`config.mk`:
```
export PLATFORM = sky130hd
export DESIGN_NAME = traffic_tick_ctrl
export DESIGN_NICKNAME = d
export VERILOG_FILES = /design/src/rtl/traffic_tick_ctrl_pkg.sv /design/src/rtl/debounce_sync.sv /design/src/rtl/traffic_tick_ctrl.sv
export SDC_FILE = /design/constraint.sdc
export NUM_CORES = 1
export LEC_CHECK = 0
export CORE_ASPECT_RATIO = 0.8
export CORE_MARGIN = 8
export CORE_UTILIZATION = 32
export CTS_CLUSTER_SIZE = 10
export DETAILED_ROUTE_END_ITERATION = 10
export GPL_ROUTABILITY_DRIVEN = 0
export GPL_TIMING_DRIVEN = 0
export PLACE_DENSITY_LB_ADDON = 0.3
export SYNTH_ARGS = -nofsm -noshare
export SYNTH_HDL_FRONTEND = slang
export SYNTH_SLANG_ARGS = --single-unit
```
`constraint.sdc`:
```
create_clock -name clk -period 2.8 [get_ports clk]
set_input_delay 0.42 -clock clk [delete_from_list [all_inputs] [get_ports clk]]
set_output_delay 0.42 -clock clk [all_outputs]
set_load 0.1 [all_outputs]
```
`src/rtl/traffic_tick_ctrl_pkg.sv`:
```
// Shared definitions for the traffic_fsm control stage: state encoding and default timing.
package traffic_tick_ctrl_pkg;

  // 2'd3 is unused and decodes back to StIdle.
  typedef enum logic [1:0] {
    StIdle  = 2'd0,
    StRun   = 2'd1,
    StPause = 2'd2
  } state_e;

  // 1 s tick and 10 ms debounce at a 100 MHz clock.
  localparam int unsigned TickDivDefault  = 100_000_000;
  localparam int unsigned DbCyclesDefault = 1_000_000;

endpackage

```
`src/rtl/debounce_sync.sv`:
```
// Two-flop synchroniser followed by a counting debouncer and a registered rising-edge detector.
module debounce_sync #(
  parameter int unsigned DB_CYCLES = 1_000_000
) (
  input  logic clk,
  input  logic reset_n,
  input  logic i_raw,
  output logic o_level,
  output logic o_rise
);

  localparam int unsigned CntW = $clog2(DB_CYCLES + 1);

  logic            sync1_q, sync2_q;
  logic            level_q, level_d;
  logic            level_dly_q;
  logic [CntW-1:0] cnt_q, cnt_d;

  // Count consecutive cycles of disagreement; flip the stable level when the count completes.
  always_comb begin
    cnt_d   = '0;
    level_d = level_q;
    if (sync2_q != level_q) begin
      if (cnt_q == CntW'(DB_CYCLES - 1)) begin
        level_d = ~level_q;
        cnt_d   = '0;
      end else begin
        cnt_d = cnt_q + 1'b1;
      end
    end
  end

  // Synchroniser, debounce counter, stable level and its one-cycle-delayed copy.
  always_ff @(posedge clk) begin
    if (!reset_n) begin
      sync1_q     <= 1'b0;
      sync2_q     <= 1'b0;
      cnt_q       <= '0;
      level_q     <= 1'b0;
      level_dly_q <= 1'b0;
    end else begin
      sync1_q     <= i_raw;
      sync2_q     <= sync1_q;
      cnt_q       <= cnt_d;
      level_q     <= level_d;
      level_dly_q <= level_q;
    end
  end

  assign o_level = level_q;
  // Both terms are registers, so a press is exactly one cycle wide and never retriggers.
  assign o_rise  = level_q & ~level_dly_q;

endmodule

```
`src/rtl/traffic_tick_ctrl.sv`:
```
// Run/pause/clear control for traffic_fsm: conditions the board inputs, runs the tick prescaler
// and drives a registered tick enable, frozen mode flag and local FSM reset.
module traffic_tick_ctrl
  import traffic_tick_ctrl_pkg::*;
#(
  parameter int unsigned TICK_DIV  = TickDivDefault,
  parameter int unsigned DB_CYCLES = DbCyclesDefault
) (
  input  logic clk,
  input  logic reset_n,
  input  logic i_btn_run,
  input  logic i_btn_clr,
  input  logic i_sw_mode,
  output logic o_start,
  output logic o_flag,
  output logic o_fsm_rst_n,
  output logic o_running
);

  localparam int unsigned PrescW = $clog2(TICK_DIV);
  localparam logic [PrescW-1:0] PrescLast = PrescW'(TICK_DIV - 1);

  logic run_rise, clr_rise, mode_level;
  logic unused_run_level, unused_clr_level, unused_mode_rise;

  state_e            state_q, state_d;
  logic [PrescW-1:0] presc_q, presc_d;
  logic              start_q, start_d;
  logic              flag_q, flag_d;
  logic              fsm_rst_n_q, fsm_rst_n_d;
  logic              running_q, running_d;

  debounce_sync #(.DB_CYCLES(DB_CYCLES)) u_db_run (
    .clk     (clk),
    .reset_n (reset_n),
    .i_raw   (i_btn_run),
    .o_level (unused_run_level),
    .o_rise  (run_rise)
  );

  debounce_sync #(.DB_CYCLES(DB_CYCLES)) u_db_clr (
    .clk     (clk),
    .reset_n (reset_n),
    .i_raw   (i_btn_clr),
    .o_level (unused_clr_level),
    .o_rise  (clr_rise)
  );

  debounce_sync #(.DB_CYCLES(DB_CYCLES)) u_db_mode (
    .clk     (clk),
    .reset_n (reset_n),
    .i_raw   (i_sw_mode),
    .o_level (mode_level),
    .o_rise  (unused_mode_rise)
  );

  // Next state on press pulses; clear overrides a simultaneous run press.
  always_comb begin
    state_d = state_q;
    case (state_q)
      StIdle:  if (run_rise) state_d = StRun;
      StRun:   if (run_rise) state_d = StPause;
      StPause: if (run_rise) state_d = StRun;
      default: state_d = StIdle;
    endcase
    if (clr_rise) begin
      state_d = StIdle;
    end
  end

  // Prescaler: zero in IDLE, counts in RUN, holds in PAUSE.
  always_comb begin
    presc_d = presc_q;
    if (state_d == StIdle) begin
      presc_d = '0;
    end else if (state_q == StRun) begin
      presc_d = (presc_q == PrescLast) ? '0 : presc_q + 1'b1;
    end else if (state_q != StPause) begin
      // Entering RUN from IDLE: preload the last count so the first RUN cycle carries a tick
      // and the following ones land every TICK_DIV cycles.
      presc_d = PrescLast;
    end
  end

  // Registered outputs mirror the current state one edge later.
  always_comb begin
    start_d     = (state_q == StRun) && (presc_q == PrescLast);
    running_d   = (state_q == StRun);
    fsm_rst_n_d = (state_q == StRun) || (state_q == StPause);
    flag_d      = (state_q == StIdle) ? mode_level : flag_q;
  end

  // State, prescaler and output registers with synchronous active-low reset.
  always_ff @(posedge clk) begin
    if (!reset_n) begin
      state_q     <= StIdle;
      presc_q     <= '0;
      start_q     <= 1'b0;
      flag_q      <= 1'b0;
      fsm_rst_n_q <= 1'b0;
      running_q   <= 1'b0;
    end else begin
      state_q     <= state_d;
      presc_q     <= presc_d;
      start_q     <= start_d;
      flag_q      <= flag_d;
      fsm_rst_n_q <= fsm_rst_n_d;
      running_q   <= running_d;
    end
  end

  assign o_start     = start_q;
  assign o_flag      = flag_q;
  assign o_fsm_rst_n = fsm_rst_n_q;
  assign o_running   = running_q;

endmodule

```
run_1/clock_nets.png
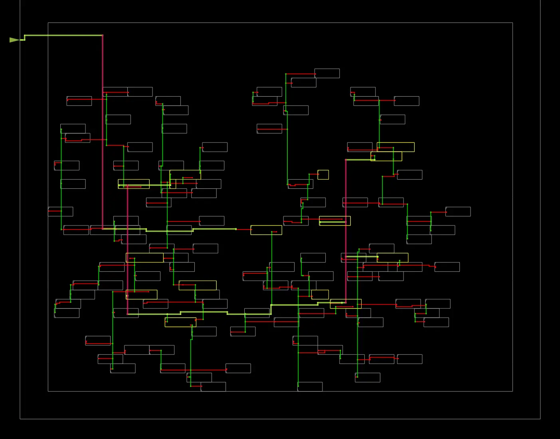
clock skew: 0.006164 ns
Clock group: 1.43 mW
num sequential: 104
Clock Sinks: 104

run_1/class_map.png
The bar under the picture is 50 um long.
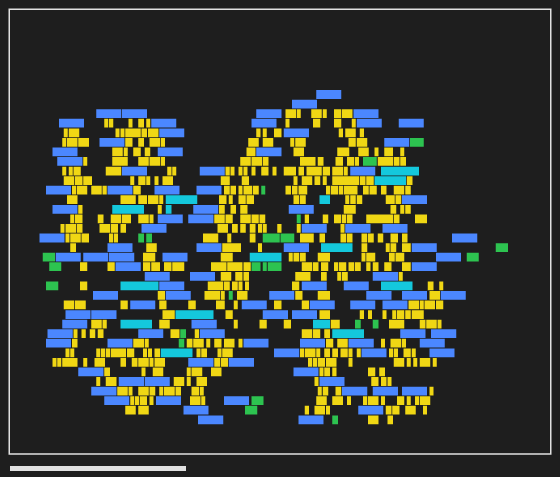
legend:
  clock drivers and dummy loads:
    color: cyan
    cells: 15
  remaining buffers and delay cells:
    color: green
    cells: 24
  remaining logic cells:
    color: yellow
    cells: 431
  registers:
    color: blue
    cells: 104

run_1/clock_wires.png
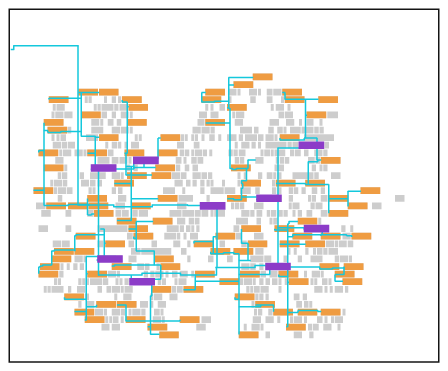
legend:
  flip-flops:
    color: orange
    count: 104
  clock-net drivers:
    color: purple
    count: 9
  clock wires:
    color: cyan
    length: 1,300 um
routed clock nets: 10

==> flow_summary.toml, run 1 <==
# synthesis and place-and-route metrics
[outcome]
status = "finished, final reports clean"

[finish]
comb-cell-share_pct = 46.91
antenna_cells = 0
stdcell_count = 763
comb_cells = 413
mostFrequentLayoutCell = "dfxtp_1"
signal_buffers = 24
largestClassByArea = "combinational gates"
layout-drive-gt1-share_pct = 8.537
register_area_um2 = 2082
combGateArea_um2 = 2576
largest_register = "presc_q"
n_clock_buffer = 10

[cts]
cts_buffers = 9
clk_latency_ns = 0.34
ctsLongestPathBuffers = 2
tritoncts = "built"
ctsHoldBuffers = 0

[drt]
ant_nets = 0
routed.top_layer = "met4"
route.met3.wl_um = 455
drc = 0
dr.pass1.iters = 4
num_vias = 3810

[placement]
hpwlAfterDp_um = 7074
dpl.cell_count = 748
portBuffers = 7
pre_cts_ws_ns = 0.6872

[power_and_ir_drop]
clkPwrFrac_pct = 48.7
p_comb_mw = 0.0247
p_seq_share_pct = 50.5
power_mw = 2.945
p_per_area_nw_per_um2 = 536.2

[setup_path]
start_kind = "flip-flop"
cp.arrival_ns = 1.88
r2r_slack_ns = 0.65
path_cells = "clkdlybuf4s50_1"
critical-path-top-delay-family = "buffers and inverters"
cp_max_fo = 2

[synth]
post-synth-top-area-fraction_pct = 43.00
xor_area_share_pct = 11.40
synth-simple-area-share_pct = 30.62
syn_area_um2 = 4842
yosys_area_um2 = 4842
synthCells = 552
synth_top_flop_cell = "dfxtp_1"
postSynthSeqShare_pct = 43.00
syn_avg_cell_area_um2 = 8.772

[hold_path]
hold_depth = 1
holdPathEnd = "u_db_run.sync2_q"

[timing]
rsz0062_at_grt = "false"
fmax_mhz = 435.3

[floorplanning]
core_area_um2 = 14910
fp_util_pct = 32.47
run_1/sizing.png
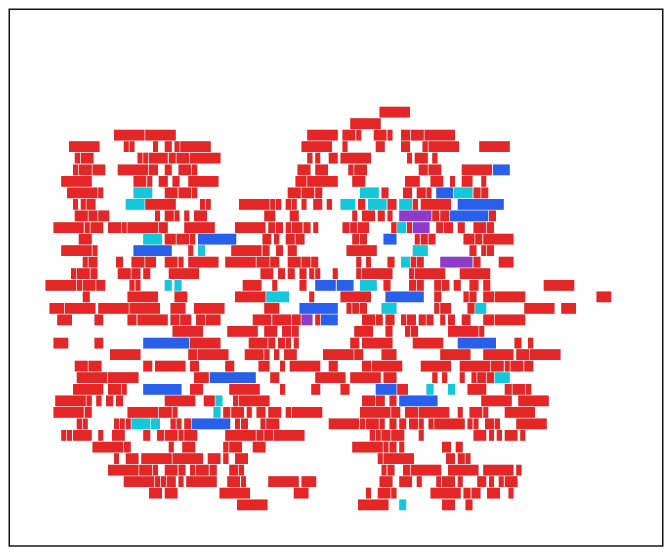

==> run 2: changes to the inputs <==
==> constraint.sdc (replaced) <==
create_clock -name clk -period 2.1 [get_ports clk]
set_input_delay 0.315 -clock clk [delete_from_list [all_inputs] [get_ports clk]]
set_output_delay 0.315 -clock clk [all_outputs]
set_load 0.1 [all_outputs]
run_2/sizing.png
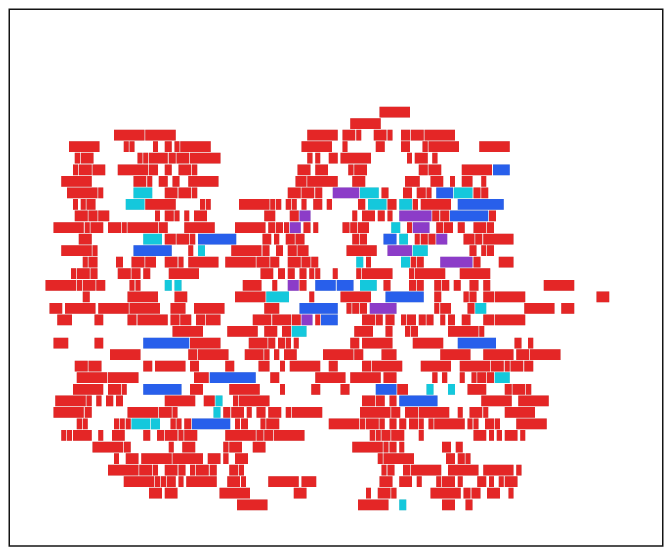
legend:
  x6 and larger:
    color: blue
    cells: 19
  x3 and x4:
    color: purple
    cells: 11
  x2:
    color: cyan
    cells: 27
  x1 and smaller:
    color: red
    cells: 521

==> flow_summary.toml, run 2 <==
# synthesis and place-and-route metrics
[synth]
xor_area_share_pct = 11.40
syn_avg_cell_area_um2 = 8.772
synth-simple-area-share_pct = 30.62
synthArstFlopShare_pct = 0
yosys_area_um2 = 4842
post-synth-top-area-fraction_pct = 43.00
synthAoiAreaFrac_pct = 8.036
postSynthSeqShare_pct = 43.00
synthCells = 552
top_logic_kind = "simple AND/OR/NAND/NOR gates"
synth_top_flop_cell = "dfxtp_1"
ys_top_cells_by_count = "dfxtp_1, nor2_1, nand3_1, xor2_1, nand2_1"
yosys_warnings = 0
syn_area_um2 = 4842
ys_sh_mux_pct = 0.8269
ys_types = 58

[grt]
met3_usage_pct = 2.905
use_met1_pct = 13.87
grt_pass1_wl_um = 16770
first_global_vias = 3494

[setup_path]
r2r_slack_ns = 0.19
worstReg2RegStart = "u_db_run.cnt_q[0]"
cp.arrival_ns = 2.15
cp_num_buf_inv = 1
cp_max_fo = 10
critical-path-top-delay-family = "simple AND/OR/NAND/NOR gates"
path_cells = "ha_1 > nand3_2 > nor4_1 > nand3b_1 > buf_2 > nor2_1"
start_kind = "flip-flop"

[drt]
ant_nets = 0
routed.top_layer = "met4"
dr.pass1.iters = 5
num_vias = 3832
drc = 0
route.met3.wl_um = 435
drtIter0Drc = 219

[power_and_ir_drop]
p_comb_mw = 0.0332
p_seq_mw = 1.98
p_seq_share_pct = 50.4
powerClk_mw = 1.92
power_mw = 3.932
clkPwrFrac_pct = 48.7
p_per_area_nw_per_um2 = 708.3

[finish]
n_clock_buffer = 10
antenna_cells = 0
register_area_um2 = 2082
signal_buffers = 28
largestClassByArea = "combinational gates"
buffer_area_share_pct = 3.831
clock_cell_area_share_pct = 6.175
largest_register = "presc_q"
layout-drive-gt1-share_pct = 9.862
combGateArea_um2 = 2610
comb-cell-share_pct = 47.01
fin_nets = 588
nFillCells = 1493
stdcell_count = 767
inverters_excl_clock = 18
mostFrequentLayoutCell = "dfxtp_1"
comb_cells = 413
flop-count = 104

[hold_path]
hold_depth = 2
holdPathEnd = "u_db_run.o_level"

[timing]
setup_violations = 0
hold_viol = 0
finalCriticalPeriod_ns = 1.913
fmax_mhz = 522.7
finalClockSkew_ns = 0.006158

[floorplanning]
num_tap_cells = 189
chipArea_um2 = 19350
std_cell_rows = 40
fp_util_pct = 32.47

[cts]
ctsLongestPathBuffers = 2
ctsHoldBuffers = 0
cts.repair.resized = 5
clk_latency_ns = 0.35
tritoncts = "built"
cts_buffers = 9
path_clk_slew_ns = 0.07
clock-sinks = 104

[placement]
pre_cts_ws_ns = 0.01352
dpl.cell_count = 748
hpwlAfterDp_um = 7074
portBuffers = 7

[outcome]
status = "finished, final reports clean"

[job]
warnings = 30
maxCapViolations = 0
run_2/class_map.png
The bar under the picture is 50 um long.
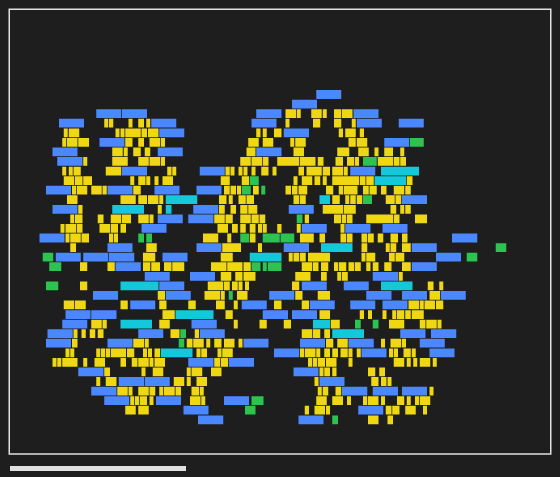
legend:
  clock drivers and dummy loads:
    color: cyan
    cells: 15
  remaining logic cells:
    color: yellow
    cells: 431
  registers:
    color: blue
    cells: 104
  remaining buffers and delay cells:
    color: green
    cells: 28
core box area: 14,910 um2
utilization after layout: 37.22%
flop share of the area: 37.50%
post-route cell area: 5552 um2

Power is estimated from default activity; no workload was simulated.
